`config.mk`:
```
export PLATFORM = sky130hd
export DESIGN_NAME = tdc_readout_seq
export DESIGN_NICKNAME = d
export VERILOG_FILES = /design/src/rtl/tdc_readout_seq.sv
export SDC_FILE = /design/constraint.sdc
export NUM_CORES = 1
export LEC_CHECK = 0
export CORE_MARGIN = 5
export CORE_UTILIZATION = 50
export CTS_BUF_LIST = sky130_fd_sc_hd__clkbuf_16
export DETAILED_ROUTE_END_ITERATION = 12
export PLACE_DENSITY = 0.77
export SLEW_MARGIN = 20
export SYNTH_ARGS = -nofsm -noshare
export SYNTH_HDL_FRONTEND = slang
export SYNTH_SLANG_ARGS = --single-unit
```
`constraint.sdc`:
```
create_clock -name clk -period 2.2 [get_ports clk]
set_clock_uncertainty 0.05 [all_clocks]
set_input_delay 0.66 -clock clk [delete_from_list [all_inputs] [get_ports clk]]
set_output_delay 0.66 -clock clk [all_outputs]
set_load 0.005 [all_outputs]
```
`src/rtl/tdc_readout_seq.sv`:
```
// ---------------------------------------------------------------------------
// tdc_readout_seq
//   Measurement sequencer and readout master for the TDC core. Issues the
//   start/stop stimulus with a programmable stop offset, waits for the TDC to
//   settle, walks the 2-bit byte select of the TDC output mux to rebuild a
//   32-bit time count, and hands the word downstream over valid/ready.
//
// Parameters
//   SETTLE_CYCLES  cycles from tdc_stop rising to the first byte select (1..255)
//   BYTE_WAIT      cycles each select value is held before sampling  (1..15)
//
// Ports
//   clk, rst_n     clock (rising edge) / asynchronous active-low reset
//   trig           measurement request, honoured only while idle
//   delay          stop offset in cycles, captured with trig (0 behaves as 1)
//   busy           high whenever the sequencer is not idle
//   tdc_start      TDC start stimulus
//   tdc_stop       TDC stop stimulus
//   tdc_sel        TDC byte select (0 = bits [7:0] .. 3 = bits [31:24])
//   tdc_byte       byte returned by the TDC for the current select
//   word           assembled 32-bit count
//   word_valid     word is available
//   word_ready     consumer accepts word
//   trig_drop      sticky flag: trig seen while busy; cleared only by reset
// ---------------------------------------------------------------------------
module tdc_readout_seq #(
  parameter int unsigned SETTLE_CYCLES = 4,
  parameter int unsigned BYTE_WAIT     = 2
) (
  input  logic        clk,
  input  logic        rst_n,
  input  logic        trig,
  input  logic [7:0]  delay,
  output logic        busy,
  output logic        tdc_start,
  output logic        tdc_stop,
  output logic [1:0]  tdc_sel,
  input  logic [7:0]  tdc_byte,
  output logic [31:0] word,
  output logic        word_valid,
  input  logic        word_ready,
  output logic        trig_drop
);

  localparam int unsigned CNT_W  = 8;
  localparam int unsigned WAIT_W = 4;
  localparam int unsigned IDX_W  = 2;

  localparam logic [CNT_W-1:0]  CNT_ONE     = CNT_W'(1);
  localparam logic [CNT_W-1:0]  SETTLE_LOAD = CNT_W'(SETTLE_CYCLES);
  localparam logic [WAIT_W-1:0] WAIT_ONE    = WAIT_W'(1);
  localparam logic [WAIT_W-1:0] WAIT_LOAD   = WAIT_W'(BYTE_WAIT);
  localparam logic [IDX_W-1:0]  IDX_LAST    = IDX_W'(3);

  typedef enum logic [2:0] {
    ST_IDLE   = 3'd0,
    ST_DELAY  = 3'd1,
    ST_SETTLE = 3'd2,
    ST_READ   = 3'd3,
    ST_HOLD   = 3'd4
  } state_t;

  state_t              state;
  logic [CNT_W-1:0]    dly_cnt;
  logic [CNT_W-1:0]    settle_cnt;
  logic [WAIT_W-1:0]   wait_cnt;
  logic [IDX_W-1:0]    byte_idx;

  // Sequencer: every counter is loaded with its length on state entry and the
  // state advances on the edge where it reads 1, so a load of N spans N cycles.
  always_ff @(posedge clk or negedge rst_n) begin
    if (!rst_n) begin
      state      <= ST_IDLE;
      dly_cnt    <= '0;
      settle_cnt <= '0;
      wait_cnt   <= '0;
      byte_idx   <= '0;
      busy       <= 1'b0;
      tdc_start  <= 1'b0;
      tdc_stop   <= 1'b0;
      tdc_sel    <= '0;
      word       <= '0;
      word_valid <= 1'b0;
      trig_drop  <= 1'b0;
    end else begin
      // Any request arriving while busy is lost; remember that it happened.
      if (busy && trig) begin
        trig_drop <= 1'b1;
      end

      case (state)
        ST_IDLE: begin
          if (trig) begin
            state     <= ST_DELAY;
            busy      <= 1'b1;
            tdc_start <= 1'b1;
            dly_cnt   <= (delay == '0) ? CNT_ONE : delay;
          end
        end

        ST_DELAY: begin
          if (dly_cnt <= CNT_ONE) begin
            state      <= ST_SETTLE;
            tdc_stop   <= 1'b1;
            settle_cnt <= SETTLE_LOAD;
          end else begin
            dly_cnt <= dly_cnt - CNT_ONE;
          end
        end

        ST_SETTLE: begin
          if (settle_cnt <= CNT_ONE) begin
            state    <= ST_READ;
            tdc_sel  <= '0;
            byte_idx <= '0;
            wait_cnt <= WAIT_LOAD;
          end else begin
            settle_cnt <= settle_cnt - CNT_ONE;
          end
        end

        ST_READ: begin
          if (wait_cnt <= WAIT_ONE) begin
            // Last cycle of the select window: the mux output has had the
            // whole window to settle, so capture it now.
            case (byte_idx)
              2'd0:    word[7:0]   <= tdc_byte;
              2'd1:    word[15:8]  <= tdc_byte;
              2'd2:    word[23:16] <= tdc_byte;
              default: word[31:24] <= tdc_byte;
            endcase
            if (byte_idx == IDX_LAST) begin
              state      <= ST_HOLD;
              tdc_start  <= 1'b0;
              tdc_stop   <= 1'b0;
              tdc_sel    <= '0;
              byte_idx   <= '0;
              word_valid <= 1'b1;
            end else begin
              byte_idx <= byte_idx + IDX_W'(1);
              tdc_sel  <= byte_idx + IDX_W'(1);
              wait_cnt <= WAIT_LOAD;
            end
          end else begin
            wait_cnt <= wait_cnt - WAIT_ONE;
          end
        end

        ST_HOLD: begin
          if (word_ready) begin
            state      <= ST_IDLE;
            busy       <= 1'b0;
            word_valid <= 1'b0;
          end
        end

        default: begin
          state      <= ST_IDLE;
          busy       <= 1'b0;
          tdc_start  <= 1'b0;
          tdc_stop   <= 1'b0;
          tdc_sel    <= '0;
          word_valid <= 1'b0;
        end
      endcase
    end
  end

endmodule

```
Fig. 1: run 1, a small window of the routed layout
Window x 32 to 57, y 14 to 39 um. Cells in grey, sequential cells in the stronger grey; small squares are vias.
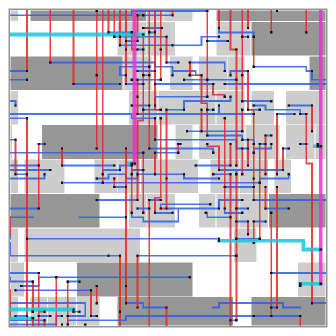
[magenta] M4
[red] M2
[blue] M1
[cyan] M3
sequential cells in the window: 7
cells with their middle in the window: 40
most frequent: dfrtp_1 (7), a31oi_1 (3), or3_1 (3)
netlist names of flops here include: settle_cnt (3), state (2)

Fig. 2: run 1, sequential cells grouped by signal name
Drawn at 3 px/um. Other sequential cells in the stronger grey, the rest of the logic in the fainter grey.
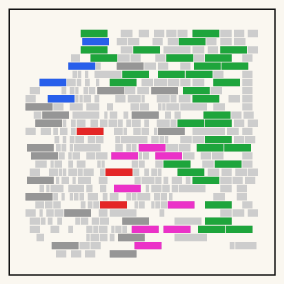
[red] state | placed flops: 3
[green] word | placed flops: 32
[blue] wait_cnt | placed flops: 4 | where: north-west
[magenta] settle_cnt | placed flops: 8
not coloured: 17

Fig. 3: run 1, selected gate families
Drawn at 3 px/um.
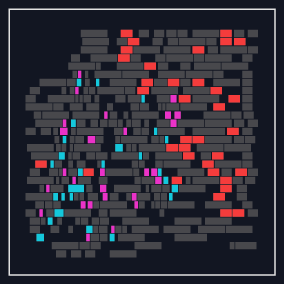
[red] mux cells | cells: 35
[magenta] nand cells | cells: 27
[cyan] nor cells | cells: 26
combinational share of cell area: 33.60%
highest-count logic cell in the final layout: dfrtp_1
Layout Cells excl Fill: 415

Fig. 4: run 1, routing congestion map
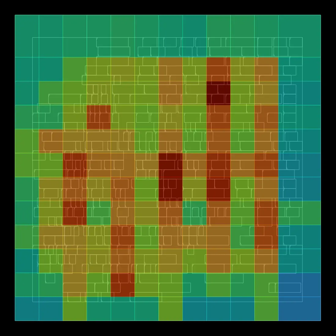
Avg WL per Cell: 16.70 um
Final Util: 68.74%
met3 Usage GRT: 5.362%
Tot GR Track Use: 19.77%

==> run_results.csv, run 1 <==
group,metric,value,unit
place,io_buffers,58,
global_routing,overflow,0,
sta,worstMarginPinSlew,543.8,ps
cells_and_area,seq_area_share,39.35,%
critical_path,reg2reg_slack,70,ps
clocking,cts.clk_slew.worst_paths,50,ps
cells_and_area,area_growth,33.54,%
logic_synthesis,netlist_logic_family_top,"AND-OR/OR-AND gates",
logic_synthesis,yosys.cell_types.count,53,
die,chipArea,0.007757,mm^2
logic_synthesis,yosys_warnings,0,
place,dp_hpwl,4955,um
outcome,status,"finished, final reports clean",
clocking,cts_buffers,9,
logic_synthesis,seq_area_frac_synth,52.55,%
logic_synthesis,yosys.area_share.xor_xnor,0.2874,%
logic_synthesis,synth_area_leader_cell,"dfrtp_1",
clocking,htreeDepth,3,
cells_and_area,clock_area_share,7.900,%
logic_synthesis,ys_cells,267,
logic_synthesis,synthArstFlopShare,100.0,%
logic_synthesis,ys_sh_aoi,14.61,%
die,io_pins,59,
clocking,cts-resized-gates,0,
drt,postRouteAntennaNets,0,
critical_path,arrival,2280,ps
place,dp_cells,399,
critical_path,startpoint,"wait_cnt[0]$_DFFE_PN0P_",
sta,final.setup.tns,0,ps
cells_and_area,mi_logic_area,0.001368,mm^2
sta,hold-worst-slack,293.2,ps
drt,via_count,2369,
critical_path,critPathKind,"register to register",
clocking,clk_path_buf_depth,2,
sta,finalCritPeriodShare,96.89,%
cells_and_area,n_antenna_cell,0,
run,drv_cap,0,
place,gp_congestion,0.8659,
sta,hold_viol_final,0,
sta,slew_viol_final,0,
sta,final-setup-viol-count,0,
critical_path,startpoint_type,"register",
clocking,clk_latency,320,ps
cells_and_area,drive_gt1_share,18.24,%
drt,vias_per_cell,5.708,
logic_synthesis,avgSynthCellArea,11.42,um^2
die,tap_cells,75,
critical_path,worstPathRequired,2350,ps
die,die_w,88.08,um
critical_path,slowest_delay,380,ps
clocking,hold_buffers,0,
critical_path,reg2reg_from,"wait_cnt[0]$_DFFE_PN0P_",
sta,rsz0062_at_grt,"true",
drt,met2WireLength,3359,um
cells_and_area,n_all_buffers,65,
place,pre_cts_slack,105.2,ps
logic_synthesis,yosys_area,0.003048,mm^2
die,fp_util,51.48,%
worst_hold_path,hp-class,"primary input to asynchronous set/reset pin",
sta,fmax,469.1,MHz
global_routing,grt_pass1_wl,11740,um
logic_synthesis,synth_nets,298,
logic_synthesis,ys_ff,64,
cells_and_area,reg_top3,"word (32), dly_cnt (8), settle_cnt (8)",
cells_and_area,regMostFlops,"word",
clocking,cts.sinks,64,
drt,drc,0,
logic_synthesis,edf_count,0,
pwr,power.leakage,1.738,nW
logic_synthesis,synth_top_area_share,52.55,%
drt,wirelength,6930,um
critical_path,path_max_fanout,9,
cells_and_area,flops,64,
die,die_y,88.08,um
logic_synthesis,ys_top_cells_by_area,"dfrtp_1 (53%), mux2_2 (10%), ha_1 (4.5%)",
drt,drt-met1-wl,3115,um
pwr,fin_total_pwr,0.005621,W
cells_and_area,stdcell_area,0.004070,mm^2
cells_and_area,comb_cells,183,
logic_synthesis,syn_inst,267,
pwr,power_density,1381,mW/mm^2
sta,relSlewSlack,63.47,%
pwr,ir_drop,0.7473,mV
logic_synthesis,ys_sh_adder,4.516,%
global_routing,grt_pass1_vias,2425,
cells_and_area,inverters_excl_clock,12,
drt,dr_wl_met3,344,um
logic_synthesis,yosys.area_share.simple,12.60,%
cells_and_area,nClkBuffers,9,
cells_and_area,layout.nets,366,
global_routing,grt_max_degree,65,
critical_path,critPathSlowestCell,"mux2_2",
logic_synthesis,top_cells_by_count,"dfrtp_1 (64), mux2_2 (28), o21ai_0 (17)",
cells_and_area,largest_reg_flops,32,
cells_and_area,num-fill-cells,431,
clocking,cts_setup_buffers,0,
cells_and_area,area_dominant_class,"sequential cells",
cells_and_area,seq_area,0.001602,mm^2
logic_synthesis,mux_share,12.85,%
critical_path,endpoint_kind,"register",
sta,setup_slack,68.33,ps
critical_path,reg2reg_depth,6,
logic_synthesis,synthFlopType,"dfrtp_1",
critical_path,crit_end,"word[22]$_DFFE_PN0P_",
run,warning_count,34,
drt,highest_layer,"met4",
drt,drt_first_pass_iters,4,
critical_path,path_cells,"inv_1 > ha_1 > or2_2 > and3b_1 > nand2_2 > mux2_2",
clocking,cts_root_buffer,"clkbuf_16",
die,fp.coreArea,0.005921,mm^2
clocking,cts_tree,"done",
logic_synthesis,synth.most_common_cell,"dfrtp_1",
sta,fin_crit,2132,ps
place,placed_cell_area,0.003749,mm^2
critical_path,r2r_end,"word[22]$_DFFE_PN0P_",
global_routing,antenna_found_initial,0,
drt,drt-initial-drc-count,106,
logic_synthesis,synth_area,0.003048,mm^2
cells_and_area,buf_share,15.74,%
cells_and_area,mostFrequentLayoutCells,"dfrtp_1 (64), clkdlybuf4s50_1 (57), mux2_2 (28), o21ai_0 (17), a21oi_1 (15)",
die,row_count,28,
## run 1: worst max-delay path, delay by kind of cell, from the launching register on
| family | cells | cell delay, ps |
|---|---|---|
| flops | 1 | 370 |
| mux | 1 | 380 |
| fa+ha+maj | 1 | 220 |
| simple gates | 3 | 920 |
| buf+inv | 1 | 80 |
## run 1: routing by layer
metal / up-vias / global-route usage (%)
li1: 1131 / -
met1: 1166 / 25.12
met2: 62 / 32.40
met3: 10 / 5.362
met4: 0 / 7.555
met5: - / 0
## run 1: where the power goes
part,total (W),leakage [nW],internal [W],switching [W]
Clock,0.00149,0.159,0.000992,0.000503
Combinational,0.00213,0.812,0.00114,0.000983
Sequential,0.00200,0.767,0.00163,0.000373
Total,0.00562,1.74,0.00376,0.00186
Fig. 5: run 1, pin map
Drawn at 6 px/um. Pins as bars across the die edge, other pins in grey.
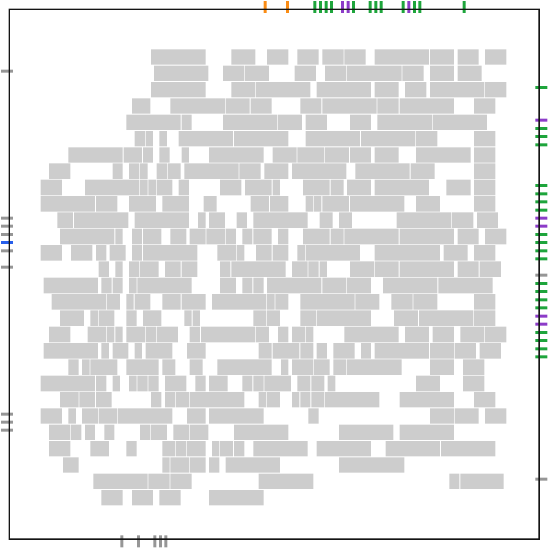

==> run 2, diff against run 1 <==
==> constraint.sdc (replaced) <==
create_clock -name clk -period 2.67 [get_ports clk]
set_clock_uncertainty 0.05 [all_clocks]
set_input_delay 0.801 -clock clk [delete_from_list [all_inputs] [get_ports clk]]
set_output_delay 0.801 -clock clk [all_outputs]
set_load 0.005 [all_outputs]
Fig. 6: run 2, pin map
Drawn at 6 px/um. Pins as bars across the die edge, other pins in grey.
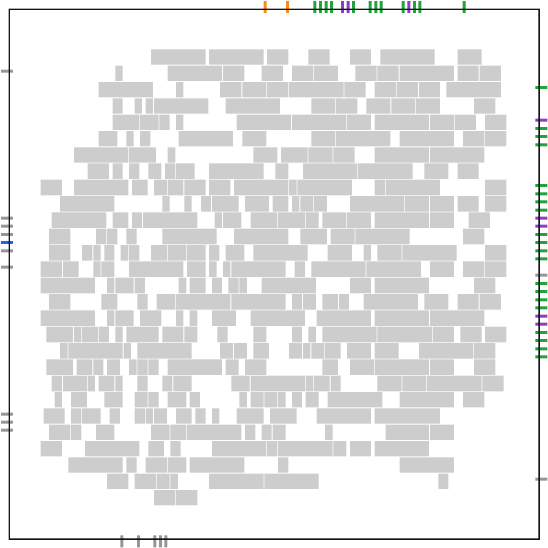
[orange] tdc_sel | pins: 2 | direction: output | edge: north
[purple] tdc_byte | pins: 8 | direction: input | edge: 5 east, 3 north
[green] word | pins: 32 | direction: output | edge: 20 east, 12 north
[blue] trig | pins: 1 | direction: input | edge: west
all pins by edge: 27 east, 17 north, 10 west, 5 south
DIE HEIGHT: 88.08 um
Die W: 88.08 um
port bufs: 58

==> run_results.csv, run 2 <==
group,metric,value,unit
outcome,status,"finished, final reports clean",
global_routing,busiest_layer,"met2",
logic_synthesis,yosys.cell_types.count,53,
global_routing,antenna_found_initial,0,
critical_path,critPathSlowestCell,"dfrtp_1",
critical_path,critPathKind,"register to register",
cells_and_area,comb-cell-share,34.21,%
cells_and_area,mi_logic_area,0.001368,mm^2
cells_and_area,regMostFlops,"word",
cells_and_area,drive_gt1_share,15.77,%
clocking,cts_buffers,9,
logic_synthesis,synth_top_area_share,52.55,%
cells_and_area,buf_share,15.27,%
critical_path,startpoint,"state[0]$_DFFE_PN0P_",
place,dp_cells,395,
cells_and_area,largest_reg_flops,32,
sta,relSlewSlack,60.96,%
pwr,power.leakage,1.700,nW
clocking,clk_latency,320,ps
die,tap_cells,75,
global_routing,overflow,0,
drt,postRouteAntennaNets,0,
critical_path,crit_family,"simple AND/OR/NAND/NOR gates",
global_routing,grt_pass1_vias,2377,
die,row_count,28,
logic_synthesis,synth.most_common_cell,"dfrtp_1",
cells_and_area,area_growth,31.16,%
place,dp_hpwl,4784,um
run,warning_count,33,
cells_and_area,inverters_excl_clock,12,
logic_synthesis,synthArstFlopShare,100.0,%
place,gp_congestion,0.8181,
sta,hold_viol_final,0,
logic_synthesis,synthFlopType,"dfrtp_1",
clocking,cts.clk_slew.worst_paths,50,ps
clocking,cts_setup_buffers,0,
critical_path,slowest_delay,640,ps
sta,hold-worst-slack,428.7,ps
sta,fmax,454.3,MHz
drt,vias_per_cell,5.766,
global_routing,met1_usage,24.32,%
pwr,fin_total_pwr,0.004404,W
cells_and_area,seq_area_share,40.06,%
critical_path,worst-path-buf-inv,0,
cells_and_area,num-fill-cells,442,
cells_and_area,mostFrequentLayoutCells,"dfrtp_1 (64), clkdlybuf4s50_1 (57), mux2_2 (28), o21ai_0 (17), a21oi_1 (15)",
critical_path,crit_end,"word[18]$_DFFE_PN0P_",
place,pre_cts_slack,410.2,ps
logic_synthesis,yosys_warnings,0,
drt,drc,0,
cells_and_area,area_dominant_class,"sequential cells",
logic_synthesis,ys_ff,64,
logic_synthesis,syn_inst,267,
drt,drt-wirelength-per-cell,16.31,um
logic_synthesis,synth_area_leader_cell,"dfrtp_1",
logic_synthesis,top_cells_by_count,"dfrtp_1 (64), mux2_2 (28), o21ai_0 (17)",
sta,finalCritPeriodShare,82.44,%
global_routing,grt_pass1_wl,11340,um
sta,setup_slack,468.9,ps
sta,final-setup-viol-count,0,
critical_path,reg2reg_from,"state[0]$_DFFE_PN0P_",
clocking,cts_tree,"done",
drt,via_count,2370,
drt,drt-initial-drc-count,69,
logic_synthesis,seq_area_frac_synth,52.55,%
critical_path,endpoint_kind,"register",
clocking,cts.sinks,64,
sta,final.setup.tns,0,ps
logic_synthesis,ys_top_cells_by_area,"dfrtp_1 (53%), mux2_2 (10%), ha_1 (4.5%)",
sta,fin_crit,2201,ps
sta,rsz0062_at_grt,"false",
drt,drt-met1-wl,2842,um
logic_synthesis,synth_nets,298,
cells_and_area,comb_cells,183,
cells_and_area,seq_area,0.001602,mm^2
logic_synthesis,yosys_area,0.003048,mm^2
cells_and_area,fin_util,67.52,%
drt,drt_first_pass_iters,4,
cells_and_area,stdcell_count,411,
cells_and_area,nClkBuffers,9,
global_routing,grt_use_met3,5.080,%
die,fp_util,51.48,%
clocking,cts-resized-gates,0,
drt,highest_layer,"met4",
critical_path,path_cells,"nand3b_1 > and3b_1 > nand2_2 > mux2_1",
critical_path,cp.depth,4,
drt,met2WireLength,3272,um
clocking,hold_buffers,0,
drt,dr_wl_met3,466,um
pwr,power_density,1102,mW/mm^2
critical_path,arrival,2350,ps
run,drv_cap,0,
critical_path,startpoint_type,"register",
logic_synthesis,avgSynthCellArea,11.42,um^2
die,io_pins,59,
cells_and_area,n_antenna_cell,0,
cells_and_area,n_all_buffers,61,
critical_path,path_max_fanout,17,
clocking,htreeDepth,3,
critical_path,reg2reg_depth,4,
logic_synthesis,ys_cells,267,
logic_synthesis,synth_area,0.003048,mm^2
critical_path,reg2reg_slack,470,ps
die,chipArea,0.007757,mm^2
critical_path,worstPathRequired,2820,ps
global_routing,grt_max_degree,29,
global_routing,grt_usage,18.86,%
cells_and_area,layout_top_cell,"dfrtp_1",
drt,wirelength,6702,um
sta,worstMarginPinSlew,585.5,ps
## run 2: netlist changes by cell type in the layout (fill, tap and decap cells not counted), sizes merged
cell / before / now
bufinv: 2 / 1
inv: 12 / 13
buf: 8 / 4
## run 2: cell families after synthesis
logic type                 count (synthesis)  synth area share, %
and+or+nand+nor                           68                12.60
buffers and inverters                     20                2.586
adders and majority gates                 11                4.516
DFF                                       64                52.55
AOI/OAI and AO/OA                         68                14.61
xor gates and xnor gates                   1               0.2874
muxes                                     35                12.85
## run 2: report_power, final
part	internal, W	total, W	switching [W]
Clock	0.000703	0.00109	0.000383
Sequential	0.00134	0.00168	0.000335
Combinational	0.000898	0.00164	0.000743
Total	0.00294	0.00440	0.00146
Power and IR drop assume default switching activity.
